[config.mk]
export PLATFORM = sky130hd
export DESIGN_NAME = icu_seq
export DESIGN_NICKNAME = d
export VERILOG_FILES = /design/src/rtl/icu_seq_pkg.sv /design/src/rtl/icu_seq_stack.sv /design/src/rtl/icu_seq.sv
export SDC_FILE = /design/constraint.sdc
export NUM_CORES = 1
export LEC_CHECK = 0
export CAP_MARGIN = 20
export CORE_UTILIZATION = 54
export CTS_BUF_LIST = sky130_fd_sc_hd__clkbuf_16
export DETAILED_ROUTE_END_ITERATION = 8
export PLACE_DENSITY = 0.8
export SLEW_MARGIN = 20
export SYNTH_ARGS = -nofsm -noshare
export SYNTH_HDL_FRONTEND = slang
export SYNTH_SLANG_ARGS = --single-unit
[constraint.sdc]
create_clock -name clk -period 5.75 [get_ports clk]
set_clock_uncertainty 0.15 [all_clocks]
set_input_delay 0.8625 -clock clk [delete_from_list [all_inputs] [get_ports clk]]
set_output_delay 0.8625 -clock clk [all_outputs]
set_load 0.02 [all_outputs]
[src/rtl/icu_seq_pkg.sv]
// Shared definitions for the icu_seq instruction-sequencing unit.
// Holds the 4-bit opcode encoding of the MC14500B-style instruction set.
package icu_seq_pkg;

    typedef enum logic [3:0] {
        NOPO = 4'h0,
        LD   = 4'h1,
        LDC  = 4'h2,
        AND  = 4'h3,
        ANDC = 4'h4,
        OR   = 4'h5,
        ORC  = 4'h6,
        XNOR = 4'h7,
        STO  = 4'h8,
        STOC = 4'h9,
        IEN  = 4'hA,
        OEN  = 4'hB,
        JMP  = 4'hC,
        RTN  = 4'hD,
        SKZ  = 4'hE,
        NOPF = 4'hF
    } instruction_t;

endpackage

[src/rtl/icu_seq_stack.sv]
// icu_stack: synchronous LIFO holding JMP return addresses.
// Ports:
//   clk, rst      clock and synchronous active-high reset
//   push, pop     push din / pop top entry (ignored when full / empty)
//   din           address to push
//   dout          current top-of-stack entry (valid while not empty)
//   full, empty   occupancy status
//   level         number of stored entries
module icu_stack #(
    parameter int ADDR_W      = 8,
    parameter int STACK_DEPTH = 4
) (
    input  logic                             clk,
    input  logic                             rst,
    input  logic                             push,
    input  logic                             pop,
    input  logic [ADDR_W-1:0]                din,
    output logic [ADDR_W-1:0]                dout,
    output logic                             full,
    output logic                             empty,
    output logic [$clog2(STACK_DEPTH+1)-1:0] level
);

    localparam int LVL_W = $clog2(STACK_DEPTH + 1);
    localparam int PTR_W = (STACK_DEPTH > 1) ? $clog2(STACK_DEPTH) : 1;

    logic [ADDR_W-1:0] mem [STACK_DEPTH];
    logic [LVL_W-1:0]  level_reg;
    logic [LVL_W-1:0]  level_next;
    logic [PTR_W-1:0]  wr_ptr;
    logic [PTR_W-1:0]  top_ptr;
    logic              do_push;
    logic              do_pop;

    // The write slot is the current level; the top entry sits one below.
    // Modular subtraction in PTR_W bits is exact because level-1 < 2^PTR_W.
    assign wr_ptr  = level_reg[PTR_W-1:0];
    assign top_ptr = wr_ptr - PTR_W'(1);

    assign full    = (level_reg == LVL_W'(STACK_DEPTH));
    assign empty   = (level_reg == '0);
    assign do_push = push & ~full;
    assign do_pop  = pop & ~empty;
    assign dout    = mem[top_ptr];
    assign level   = level_reg;

    // Each entry is its own register so the top is readable in the same
    // cycle that RTN consumes it.
    generate
        for (genvar gi = 0; gi < STACK_DEPTH; gi++) begin : g_entry
            always_ff @(posedge clk) begin
                if (rst) begin
                    mem[gi] <= '0;
                end else if (do_push && (wr_ptr == PTR_W'(gi))) begin
                    mem[gi] <= din;
                end
            end
        end
    endgenerate

    always_comb begin
        level_next = level_reg;
        if (do_push && !do_pop) begin
            level_next = level_reg + LVL_W'(1);
        end else if (do_pop && !do_push) begin
            level_next = level_reg - LVL_W'(1);
        end
    end

    always_ff @(posedge clk) begin
        if (rst) begin
            level_reg <= '0;
        end else begin
            level_reg <= level_next;
        end
    end

endmodule

[src/rtl/icu_seq.sv]
// icu_seq: clocked MC14500B-style sequencer over a DATA_W-bit result register.
// One instruction executes per accepted fetch handshake; results appear the
// following cycle. Stores go out through a valid/ready write port which
// back-pressures fetch while a store is pending.
// Ports:
//   clk, rst                 clock, synchronous active-high reset
//   instr_valid/instr_ready  fetch handshake for instr_op, instr_addr, data_in
//   pc                       address of next instruction to fetch
//   wr_valid/wr_ready        write handshake for data_out
//   rr_out                   result register
//   jmp, rtn, flag_o, flag_f one-cycle pulses after executed JMP/RTN/NOPO/NOPF
//   stk_ovf, stk_unf         sticky return-stack overflow/underflow
//   stk_level                return-stack occupancy
module icu_seq
    import icu_seq_pkg::*;
#(
    parameter int DATA_W      = 8,
    parameter int ADDR_W      = 8,
    parameter int STACK_DEPTH = 4
) (
    input  logic                             clk,
    input  logic                             rst,
    input  logic                             instr_valid,
    output logic                             instr_ready,
    input  instruction_t                     instr_op,
    input  logic [ADDR_W-1:0]                instr_addr,
    input  logic [DATA_W-1:0]                data_in,
    output logic [ADDR_W-1:0]                pc,
    output logic                             wr_valid,
    input  logic                             wr_ready,
    output logic [DATA_W-1:0]                data_out,
    output logic [DATA_W-1:0]                rr_out,
    output logic                             jmp,
    output logic                             rtn,
    output logic                             flag_o,
    output logic                             flag_f,
    output logic                             stk_ovf,
    output logic                             stk_unf,
    output logic [$clog2(STACK_DEPTH+1)-1:0] stk_level
);

    logic [ADDR_W-1:0] pc_reg, pc_next;
    logic [DATA_W-1:0] rr_reg, rr_next;
    logic [DATA_W-1:0] data_out_reg, data_out_next;
    logic              ien_reg, ien_next;
    logic              oen_reg, oen_next;
    logic              skip_reg, skip_next;
    logic              wr_valid_reg, wr_valid_next;
    logic              jmp_reg, jmp_next;
    logic              rtn_reg, rtn_next;
    logic              flag_o_reg, flag_o_next;
    logic              flag_f_reg, flag_f_next;
    logic              ovf_reg, ovf_next;
    logic              unf_reg, unf_next;

    logic              accept;
    logic              exec_ok;
    logic [DATA_W-1:0] m;
    logic [ADDR_W-1:0] pc_inc;
    logic              stk_push, stk_pop;
    logic              stk_full, stk_empty;
    logic [ADDR_W-1:0] stk_dout;

    assign instr_ready = ~wr_valid_reg | wr_ready;
    assign accept      = instr_valid & instr_ready;
    // A pending skip swallows the next accepted instruction entirely.
    assign exec_ok     = accept & ~skip_reg;
    assign m           = ien_reg ? data_in : '0;
    assign pc_inc      = pc_reg + ADDR_W'(1);

    assign stk_push = exec_ok & (instr_op == JMP) & ~stk_full;
    assign stk_pop  = exec_ok & (instr_op == RTN) & ~stk_empty;

    icu_stack #(
        .ADDR_W      (ADDR_W),
        .STACK_DEPTH (STACK_DEPTH)
    ) u_stack (
        .clk   (clk),
        .rst   (rst),
        .push  (stk_push),
        .pop   (stk_pop),
        .din   (pc_inc),
        .dout  (stk_dout),
        .full  (stk_full),
        .empty (stk_empty),
        .level (stk_level)
    );

    always_comb begin
        pc_next       = pc_reg;
        rr_next       = rr_reg;
        data_out_next = data_out_reg;
        ien_next      = ien_reg;
        oen_next      = oen_reg;
        skip_next     = skip_reg;
        wr_valid_next = wr_valid_reg;
        jmp_next      = 1'b0;
        rtn_next      = 1'b0;
        flag_o_next   = 1'b0;
        flag_f_next   = 1'b0;
        ovf_next      = ovf_reg;
        unf_next      = unf_reg;

        // Drain first so a store accepted in the same cycle can re-arm it.
        if (wr_valid_reg && wr_ready) begin
            wr_valid_next = 1'b0;
        end

        if (accept) begin
            pc_next = pc_inc;
            if (skip_reg) begin
                skip_next = 1'b0;
            end else begin
                case (instr_op)
                    LD:   rr_next = m;
                    LDC:  rr_next = ~m;
                    AND:  rr_next = rr_reg & m;
                    ANDC: rr_next = rr_reg & ~m;
                    OR:   rr_next = rr_reg | m;
                    ORC:  rr_next = rr_reg | ~m;
                    XNOR: rr_next = ~(rr_reg ^ m);
                    STO: begin
                        if (oen_reg) begin
                            data_out_next = rr_reg;
                            wr_valid_next = 1'b1;
                        end
                    end
                    STOC: begin
                        if (oen_reg) begin
                            data_out_next = ~rr_reg;
                            wr_valid_next = 1'b1;
                        end
                    end
                    IEN:  ien_next = data_in[0];
                    OEN:  oen_next = m[0];
                    JMP: begin
                        pc_next  = instr_addr;
                        jmp_next = 1'b1;
                        if (stk_full) begin
                            ovf_next = 1'b1;
                        end
                    end
                    RTN: begin
                        // The return site holds the JMP itself's successor
                        // slot convention: its first instruction is skipped.
                        rtn_next  = 1'b1;
                        skip_next = 1'b1;
                        if (stk_empty) begin
                            unf_next = 1'b1;
                        end else begin
                            pc_next = stk_dout;
                        end
                    end
                    SKZ:  skip_next   = (rr_reg == '0);
                    NOPO: flag_o_next = 1'b1;
                    NOPF: flag_f_next = 1'b1;
                    default: ;
                endcase
            end
        end
    end

    always_ff @(posedge clk) begin
        if (rst) begin
            pc_reg       <= '0;
            rr_reg       <= '0;
            data_out_reg <= '0;
            ien_reg      <= 1'b0;
            oen_reg      <= 1'b0;
            skip_reg     <= 1'b0;
            wr_valid_reg <= 1'b0;
            jmp_reg      <= 1'b0;
            rtn_reg      <= 1'b0;
            flag_o_reg   <= 1'b0;
            flag_f_reg   <= 1'b0;
            ovf_reg      <= 1'b0;
            unf_reg      <= 1'b0;
        end else begin
            pc_reg       <= pc_next;
            rr_reg       <= rr_next;
            data_out_reg <= data_out_next;
            ien_reg      <= ien_next;
            oen_reg      <= oen_next;
            skip_reg     <= skip_next;
            wr_valid_reg <= wr_valid_next;
            jmp_reg      <= jmp_next;
            rtn_reg      <= rtn_next;
            flag_o_reg   <= flag_o_next;
            flag_f_reg   <= flag_f_next;
            ovf_reg      <= ovf_next;
            unf_reg      <= unf_next;
        end
    end

    assign pc       = pc_reg;
    assign rr_out   = rr_reg;
    assign data_out = data_out_reg;
    assign wr_valid = wr_valid_reg;
    assign jmp      = jmp_reg;
    assign rtn      = rtn_reg;
    assign flag_o   = flag_o_reg;
    assign flag_f   = flag_f_reg;
    assign stk_ovf  = ovf_reg;
    assign stk_unf  = unf_reg;

endmodule

Fig. 1: run 1, cell classes on the final placement
Bar = 20 um.
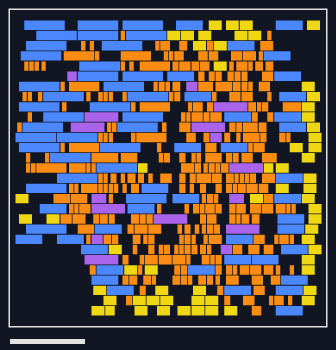
blue -> registers  # cells 69, share of their area 38%
yellow -> remaining buffers and delay cells  # cells 61, share of their area 14%
orange -> remaining logic cells  # cells 296, share of their area 41%
purple -> clock drivers and dummy loads  # cells 16, share of their area 6.6%
Seq/total area: 37.63%
CORE AREA: 0.006459 mm^2
final core occ: 70.01%

Fig. 2: run 1, cell outlines without signal wires
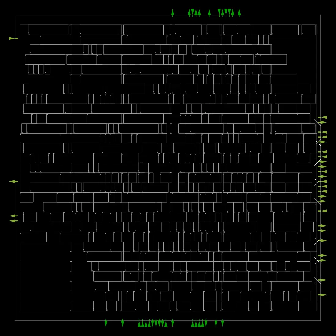
seq_cells: 69
fillers: 485
Tapcells: 77
row count: 29
Post-Layout Cell Count: 519

Fig. 3: run 1, gate families picked out
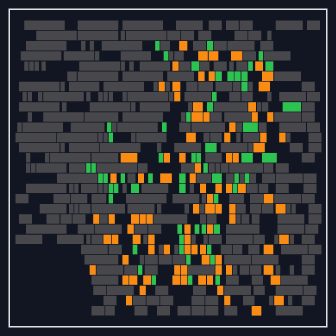
green -> nand cells  # cells 58, most used nand2_1
orange -> aoi and oai cells  # cells 90, most used o21ai_0
Comb area share: 39.57%
most frequent logic cell in the layout: nor2_1

Fig. 4: run 1, routed clock nets over the placement
Bar = 20 um.
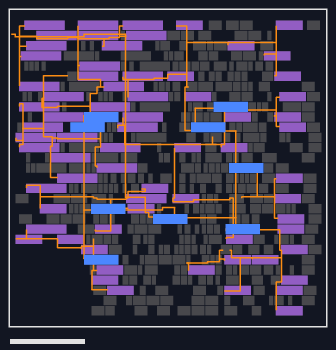
blue -> clock-net drivers  # count 9
purple -> flip-flops  # count 69
orange -> clock wires  # length 870 um
routed clock nets = 10
flops lie = spread over the die
Latency at later pin: 340 ps
clock group share of total power: 44.4%
Power Clock: 537 uW

==> impl_metrics.csv, run 1 <==
group,metric,value,unit
outcome,status,"complete, but fails checks",
outcome,violations,"design-rule violations",
finish,top_register,"u_stack.mem",
synth,yosysSeqAreaShare,46.50,%
route,wl_met2,4306,um
finish,insertedDiodeCount,0,
route,drt_wl_total,9220,um
finish,regArea,0.001702,mm^2
final_timing,setup_slack,1867,ps
synth,synth.distinct_cells,57,
global_routing,grt_pass1_wl,15000,um
final_timing,rsz0062_at_grt,"false",
route,wl_met1,4007,um
synth,simple_gate_share,18.74,%
route,num_vias,3207,
final_timing,worst_pin_slew,924.5,ps
placed_design,gp_congestion,0.8392,
final_timing,hold_violations,0,
global_routing,antenna_found_initial,0,
global_routing,grt_pass1_vias,3000,
floorplan,initial_core_util,56.66,%
route,drtIter0Drc,340,
global_routing,grt.overflow.total,0,
cts,cts_inserted_buffers,9,
final_timing,setup_violations,0,
floorplan,die-height,84.33,um
route,ant_nets,0,
floorplan,die-area,0.007111,mm^2
finish,final_nets,468,
setup_path,arrival,4000,ps
synth,mux_area_share,5.470,%
finish,area_growth_syn_to_layout,23.56,%
cts,cts_tree,"built",
setup_path,cp_cell_sequence,"clkdlybuf4s50_1 > and4bb_2 > nand4b_1 > a21oi_1 > ha_1 > inv_1 > fa_1 > xor2_1 > or3_1 > a21oi_1",
final_timing,slew_headroom,38.10,%
floorplan,die-width,84.33,um
hold_path,hold_class,"flip-flop to flip-flop",
cts,cts_root_buf,"clkbuf_16",
power,cellLeakagePower,1.547,nW
synth,synth_area,0.003660,mm^2
cts,ctsResizeCount,0,
synth,adder_share,2.598,%
finish,lay_top_cells,"67 x nor2_1, 58 x clkdlybuf4s50_1, 39 x nand2_1",
cts,htree_levels,3,
setup_path,r2r_cells,10,
synth,xor_share,3.829,%
final_timing,max_freq,257.5,MHz
finish,final_area,0.004522,mm^2
synth,edf_count,32,
synth,ys_dominant_reg_cell,"dfxtp_1",
setup_path,rr_endpoint,"u_stack.level[2]",
setup_path,r2r_start,"u_stack.level[0]",
cts,cts.sinks,69,
placed_design,dpl_worst_slack,1588,ps
synth,synthCells,391,
setup_path,cp_slowest_cell,"clkdlybuf4s50_1",
route,maxUsedRoutingLayer,"met4",
placed_design,dpl_cell_area,0.004232,mm^2
run,warnings,29,
placed_design,portBuffers,58,
setup_path,worstSetupStartpoint,"instr_op[3]",
final_timing,fin_crit,3883,ps
hold_path,whs_path_depth,2,
synth,synth_warnings,0,
synth,syn_nets,422,
final_timing,worst_hold_slack,329.1,ps
setup_path,crit_fanout,18,
final_timing,slew_violations,0,
route,viasPerCell,6.179,
global_routing,grt_usage,27.30,%
power,p_per_area,267.6,mW/mm^2
setup_path,crit_top_cell,"a21oi_1",
cts,cts-hold-fix-buffers,0,
synth,synth.logic.top_family,"simple AND/OR/NAND/NOR gates",
placed_design,post-dp-hpwl,6314,um
setup_path,end_kind,"flip-flop",
power,finalPower,1.210,mW
setup_path,cp-start-kind,"primary input",
route,drtPass1Iterations,8,
setup_path,slowest_delay,860,ps
hold_path,hold_end,"stk_ovf",
global_routing,grt_max_degree,37,
final_timing,post-route-period-util,67.53,%
route,post-route-drc-count,8,
power,ir_drop,0.2708,mV
synth,ys_cells,391,
floorplan,io_pins,59,
hold_path,hold_start,"stk_ovf",
finish,largest_register_ffs,32,
route,wl_met3,714,um
setup_path,crit_end,"u_stack.level[2]",
synth,async_reset_ff_share,0,%
synth,yosys.area_share.aoi,18.26,%
setup_path,required,5860,ps
run,maxCapViolCount,0,
cts,clk_pin_slew,60,ps
route,routedWlPerCell,17.76,um
finish,comb_area,0.001789,mm^2
finish,drive_gt1_share,7.919,%
setup_path,worstSetupPathType,"primary input to flip-flop",
synth,ys_ff,69,
cts,clk_path_buf_depth,2,
cts,cts_setup_buffers,0,
synth,yosysChipArea,0.003660,mm^2
synth,avgSynthCellArea,9.360,um^2
final_timing,setup_tns,0,ps
setup_path,r2r_setup_slack,2500,ps
[run 1: report_power, final]
| part | switching (mW) | internal [mW] | leakage [nW] |
|---|---|---|---|
| Sequential | 0.0146 | 0.526 | 0.631 |
| Clock | 0.235 | 0.302 | 0.140 |
| Combinational | 0.0755 | 0.0562 | 0.776 |
[run 1: layer usage]
metal / global-route usage, % / vias up
li1: - / 1520
met1: 37.65 / 1496
met2: 43.22 / 173
met3: 4.130 / 18
met4: 11.60 / 0
met5: 0 / -
[run 1: metrics by stage]
| step | util (%) | cells |
|---|---|---|
| floorplan | - | 391 |
| global placement | 65.52 | 503 |
| detailed placement | 65.52 | 503 |
| CTS | 70.01 | 519 |
| global route | 70.01 | 519 |
| finish | 70.01 | 519 |
[run 1: area by class of cell]
type / instances / area share (%)
timing repair buffer: 61 / 13.34
sequential: 69 / 37.63
tap: 77 / 2.131
multi-input combinational: 285 / 39.57
inverter: 11 / 0.9131
clock inverter: 7 / 1.439
clock buffer: 9 / 4.981
[run 1: Yosys cell counts (all sizes together) (3+ instances only)]
cell type   n  share of area, %
a211oi      9               2.0
buf        10               1.8
nor3        6              0.82
or4         3              0.72
nand3      10               1.4
o22ai       5              0.85
inv        10               1.0
dfxtp      37                20
clkbuf     16               1.7
mux4        8               4.9
nand2      40               4.3
xor2        6               1.4
nor2       67               6.9
a311oi      3              0.72
xnor2      10               2.4
a31oi       8               1.4
edfxtp     32                26
o21ai      31               4.2
a221o       7               1.9
ha          6               2.1
a21o        3              0.62
a21oi      26               3.6
[run 1: critical path, delay by kind of cell]
family / cells / cell delay [ps]
and+or+nand+nor: 3 / 900
adders and majority gates: 2 / 630
xor gates and xnor gates: 1 / 170
AOI/OAI and AO/OA: 2 / 500
buffers and inverters: 2 / 930
==> run 2, diff against run 1 <==
Clock period 5.75 ns to 3.8 ns, I/O delays scaled along.
Fig. 5: run 2, cell outlines without signal wires
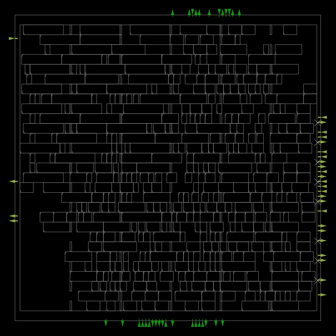
fillers: 488
Post-Layout Cell Count: 526
final core occ: 70.81%
Seq/total area: 37.21%

Fig. 6: run 2, signal wires on met2
Cells faint in the background.
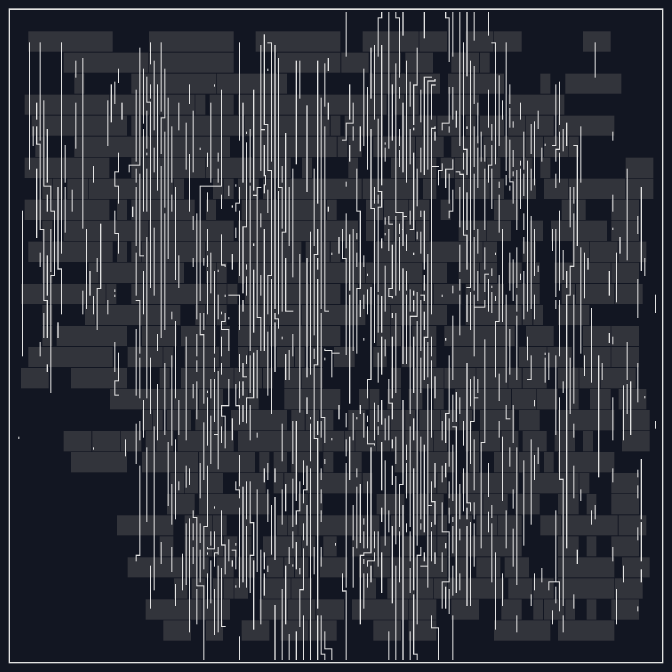
main direction = vertical
wire length on this layer = 4470 um
longest straight run = 34.0 um
share of all routed wire = 47%
nets with wire on the layer = 399
M2 GR Usage: 43.52%
via count: 3292

==> impl_metrics.csv, run 2 <==
group,metric,value,unit
finish,lay_top_cells,"67 x nor2_1, 58 x clkdlybuf4s50_1, 39 x nand2_1",
floorplan,die-area,0.007111,mm^2
setup_path,end_kind,"flip-flop",
cts,cts_tree,"built",
setup_path,r2r_setup_slack,1120,ps
setup_path,cp-start-kind,"primary input",
cts,cts_inserted_buffers,9,
setup_path,worstSetupPathType,"primary input to flip-flop",
finish,top_register,"u_stack.mem",
global_routing,grt_max_degree,26,
outcome,violations,"design-rule violations",
setup_path,required,3910,ps
synth,synthTopCellsByArea,"edfxtp_1 26%, dfxtp_1 20%, nor2_1 6.9%",
placed_design,dpl_worst_slack,339.4,ps
cts,cts_setup_buffers,0,
final_timing,slew_headroom,53.22,%
cts,cts-hold-fix-buffers,0,
synth,yosys.cell_count.top_type,"nor2_1",
outcome,status,"complete, but fails checks",
placed_design,post-dp-hpwl,6399,um
setup_path,r2r_cells,9,
synth,async_reset_ff_share,0,%
synth,ys_top_cells_by_count,"67 x nor2_1, 39 x nand2_1, 37 x dfxtp_1",
route,post-route-drc-count,8,
finish,regArea,0.001702,mm^2
placed_design,portBuffers,58,
setup_path,crit_end,"u_stack.level[2]",
synth,synth_warnings,0,
synth,top_area_share,26.26,%
floorplan,die-height,84.33,um
synth,ys_cells,391,
hold_path,hold_class,"flip-flop to flip-flop",
synth,ys_ff,69,
final_timing,post-route-period-util,84.23,%
cts,ctsResizeCount,0,
synth,synth_area,0.003660,mm^2
route,ant_nets,0,
finish,final_nets,475,
finish,largest_register_ffs,32,
setup_path,crit_fanout,5,
cts,clk_path_buf_depth,2,
route,drtPass1Iterations,8,
synth,avgSynthCellArea,9.360,um^2
synth,mux_area_share,5.470,%
synth,yosysSeqAreaShare,46.50,%
final_timing,hold_violations,0,
setup_path,r2r_start,"u_stack.level[1]",
cts,clock.latency.late_pin,340,ps
synth,yosysChipArea,0.003660,mm^2
final_timing,slew_violations,0,
cts,htree_levels,3,
floorplan,rows,29,
placed_design,dpl_cell_area,0.004284,mm^2
power,finalPower,1.829,mW
floorplan,die-width,84.33,um
global_routing,grt.overflow.total,0,
global_routing,grt_pass1_vias,2976,
synth,adder_share,2.598,%
run,warnings,29,
placed_design,gp_congestion,0.8263,
synth,synthCells,391,
floorplan,initial_core_util,56.66,%
cts,clk_pin_slew,60,ps
floorplan,io_pins,59,
power,p_per_area,400.0,mW/mm^2
finish,area_growth_syn_to_layout,24.96,%
setup_path,arrival,3310,ps
finish,insertedDiodeCount,0,
finish,lay_top_count,"nor2_1",
Fig. 7: run 2, cell classes on the final placement
Bar = 20 um.
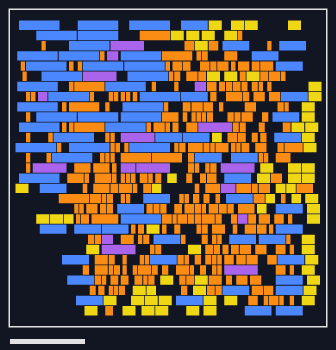
orange -> remaining logic cells  # cells 296, share of their area 41%
blue -> registers  # cells 69, share of their area 38%
purple -> clock drivers and dummy loads  # cells 16, share of their area 6.5%
yellow -> remaining buffers and delay cells  # cells 68, share of their area 15%
Final Instance Area: 0.004573 mm^2

run 2: cell families (layout without fill, tap and decap cells):
group,Yosys count,count (layout)
AOI/OAI and AO/OA,105,105
xor gates and xnor gates,16,16
adders and majority gates,7,7
buffers and inverters,37,95
DFF,69,69
muxes,10,10
and+or+nand+nor,147,147
run 2: cell type report:
class | instances | area share, %
sequential | 69 | 37.21
clock inverter | 7 | 1.395
multi-input combinational | 285 | 39.12
timing repair buffer | 68 | 14.34
clock buffer | 9 | 4.925
tap | 77 | 2.107
inverter | 11 | 0.9029
run 2: worst min path at each step:
stage | startpoint | end | slack, ps | depth (start not counted)
final | oen_reg | oen_reg | 330 | 2
after global routing | oen_reg | oen_reg | 340 | 2
after CTS | oen_reg | oen_reg | 330 | 2
after detailed placement | oen_reg | oen_reg | 320 | 2
after global placement | oen_reg | oen_reg | 310 | 2
after floorplan | oen_reg | oen_reg | 300 | 2
run 2: layer usage:
metal	wire length, um	vias to the layer above	track usage [%]
met5	0	-	0
li1	-	1535	-
met2	4466	197	43.52
met3	887	20	5.801
met4	184	0	10.19
met1	3938	1540	39.60
run 2: power breakdown:
group          leakage, nW  internal [mW]  switching (mW)
clock network        0.136          0.456           0.348
registers            0.631          0.797          0.0218
logic                0.812         0.0888           0.118
run 2: critical path, cell delays in order:
cell and delay (ps):
clkdlybuf4s50_1 430, and4bb_2 320, nand4b_1 310, a21oi_1 380
ha_1 240, inv_1 60, fa_1 370, xor2_1 160
or3_1 310, a21oi_1 140
run 2: through the flow:
stage	utilization, %	hold WS, ps	cells
CTS	70.81	327.8	526
detailed placement	66.33	319.7	510
floorplan	-	297.4	391
finish	70.81	330.9	526
global route	70.81	338.0	526
global placement	66.33	305.7	510
==> run 3, diff against run 2 <==
Clock period 3.8 ns to 3.05 ns, I/O delays scaled along.
Fig. 8: run 3, cell outlines without signal wires
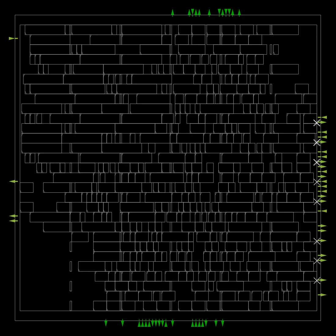
Post-Layout Cell Count: 530
fillers: 476
final core occ: 71.25%

Fig. 9: run 3, signal wires on met2
Cells faint in the background.
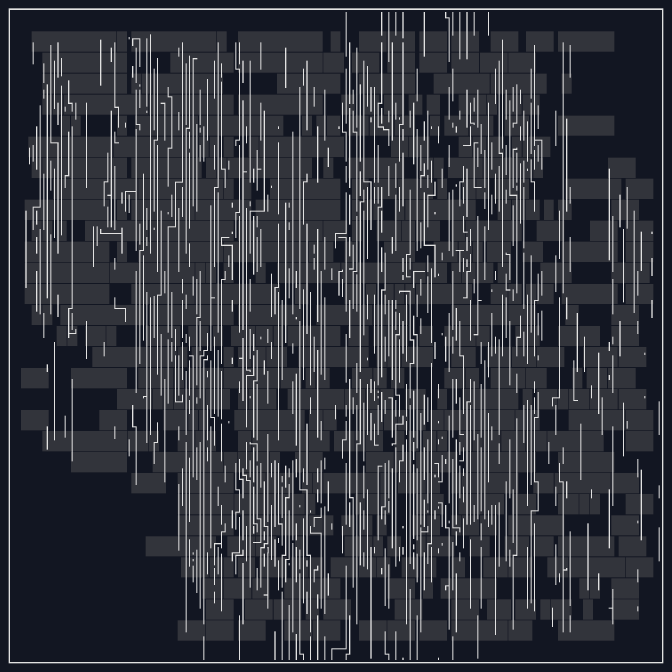
main direction = vertical
wire length on this layer = 4520 um
nets with wire on the layer = 402
longest straight run = 34.2 um
share of all routed wire = 48%
via count: 3272
M2 GR Usage: 44.71%

==> impl_metrics.csv, run 3 <==
group,metric,value,unit
global_routing,grt_max_degree,34,
synth,yosys.cell_count.top_type,"nor2_1",
global_routing,grt_util_met1,37.01,%
synth,ys_cells,391,
floorplan,io_pins,59,
cts,clk_pin_slew,60,ps
final_timing,slew_headroom,54.39,%
route,maxUsedRoutingLayer,"met4",
finish,largest_register_ffs,32,
power,p_per_area,494.5,mW/mm^2
placed_design,place_inst,514,
route,ant_nets,0,
finish,area_growth_syn_to_layout,25.74,%
route,post-route-drc-count,19,
hold_path,hold_start,"oen_reg",
cts,cts_inserted_buffers,9,
setup_path,cp_slowest_cell,"clkdlybuf4s50_1",
outcome,violations,"design-rule violations",
cts,ctsResizeCount,0,
setup_path,crit_fanout,2,
cts,cts_tree,"built",
setup_path,end_kind,"flip-flop",
synth,top_area_share,26.26,%
route,wl_met3,773,um
route,drtPass1Iterations,7,
final_timing,slew_violations,0,
synth,synth_area,0.003660,mm^2
floorplan,rows,29,
final_timing,post-route-period-util,92.16,%
setup_path,slowest_delay,480,ps
placed_design,gp_congestion,0.8525,
finish,lay_top_count,"nor2_1",
synth,synthTopCellsByArea,"edfxtp_1 26%, dfxtp_1 20%, nor2_1 6.9%",
route,wl_met1,4055,um
hold_path,hold_class,"flip-flop to flip-flop",
cts,htree_levels,3,
floorplan,die-width,84.33,um
synth,synthCells,391,
setup_path,worstSetupPathType,"primary input to flip-flop",
floorplan,die-area,0.007111,mm^2
floorplan,initial_core_util,56.66,%
setup_path,required,3160,ps
setup_path,r2r_start,"u_stack.level[1]",
global_routing,busiest_layer,"met2",
route,wl_met2,4515,um
cts,cts-hold-fix-buffers,0,
global_routing,grt_pass1_vias,3049,
placed_design,dpl_cell_area,0.004314,mm^2
setup_path,arrival,2920,ps
finish,top_register,"u_stack.mem",
placed_design,post-dp-hpwl,6241,um
placed_design,portBuffers,58,
global_routing,gr-usage-met3,5.211,%
synth,yosysSeqAreaShare,46.50,%
setup_path,cp-start-kind,"primary input",
cts,cts_setup_buffers,0,
finish,lay_top_cells,"67 x nor2_1, 58 x clkdlybuf4s50_1, 39 x nand2_1",
setup_path,cp_cell_sequence,"clkdlybuf4s50_1 > and4bb_2 > nand4b_1 > a21oi_1 > ha_1 > inv_1 > fa_1 > xor2_1 > or3_1 > a21oi_1",
run,warnings,29,
outcome,status,"complete, but fails checks",
setup_path,crit_top_cell,"a21oi_1",
global_routing,grt.overflow.total,0,
cts,clk_path_buf_depth,2,
Fig. 10: run 3, routed clock nets over the placement
Bar = 20 um.
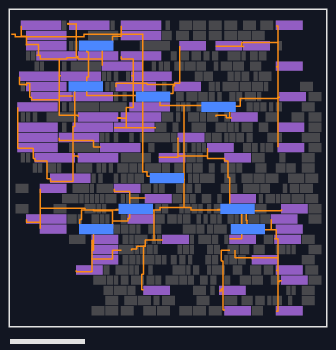
blue -> clock-net drivers  # count 9
purple -> flip-flops  # count 69
orange -> clock wires  # length 805 um
flops lie = spread over the die
Power Clock: 995 uW
Latency at later pin: 330 ps
clock group share of total power: 43.7%

[run 3: through the flow]
step	total power [mW]	setup slack, ps	utilization, %
floorplan	1.188	16.30	-
global placement	1.286	72.95	66.80
detailed placement	1.290	18.66	66.80
CTS	2.280	257.4	71.25
global route	2.341	101.3	71.25
finish	2.275	239.0	71.25
[run 3: final timing paths]
check | cells after the start | to | slack [ps]
min | 2 | oen_reg | 340
max reg2reg | 9 | u_stack.level[2] | 420
min reg2reg | 2 | oen_reg | 340
max | 10 | u_stack.level[2] | 240
[run 3: cells by family (layout without fill, tap and decap cells)]
kind of cell / after synthesis / in the layout / share of synthesized area, %
flops: 69 / 69 / 46.50
buf+inv: 37 / 99 / 4.615
fa+ha+maj: 7 / 7 / 2.598
xor+xnor: 16 / 16 / 3.829
compound gates: 105 / 105 / 18.26
simple gates: 147 / 147 / 18.74
mux: 10 / 10 / 5.470
[run 3: power breakdown]
group	internal [mW]	leakage (nW)	switching [mW]
registers	0.993	0.631	0.0261
logic	0.113	0.832	0.149
clock network	0.568	0.139	0.427
total	1.67	1.60	0.602
[run 3: area by class of cell]
type                    count  area (um^2)
well taps                  77        96.34
clock buffers               9        225.2
clock inverters             7        62.56
multi-input cells         285         1789
fillers                   476         1857
inverters                  11        41.29
repair buffers             72        685.7
flip-flops and latches     69         1702
[run 3: critical path: cells and delay by family]
family	cells	cell delay, ps
buffers and inverters	2	550
xor gates and xnor gates	1	160
and+or+nand+nor	3	730
adders and majority gates	2	620
AOI/OAI and AO/OA	2	390
No activity file was given, so power comes from the tool's default toggle rates.
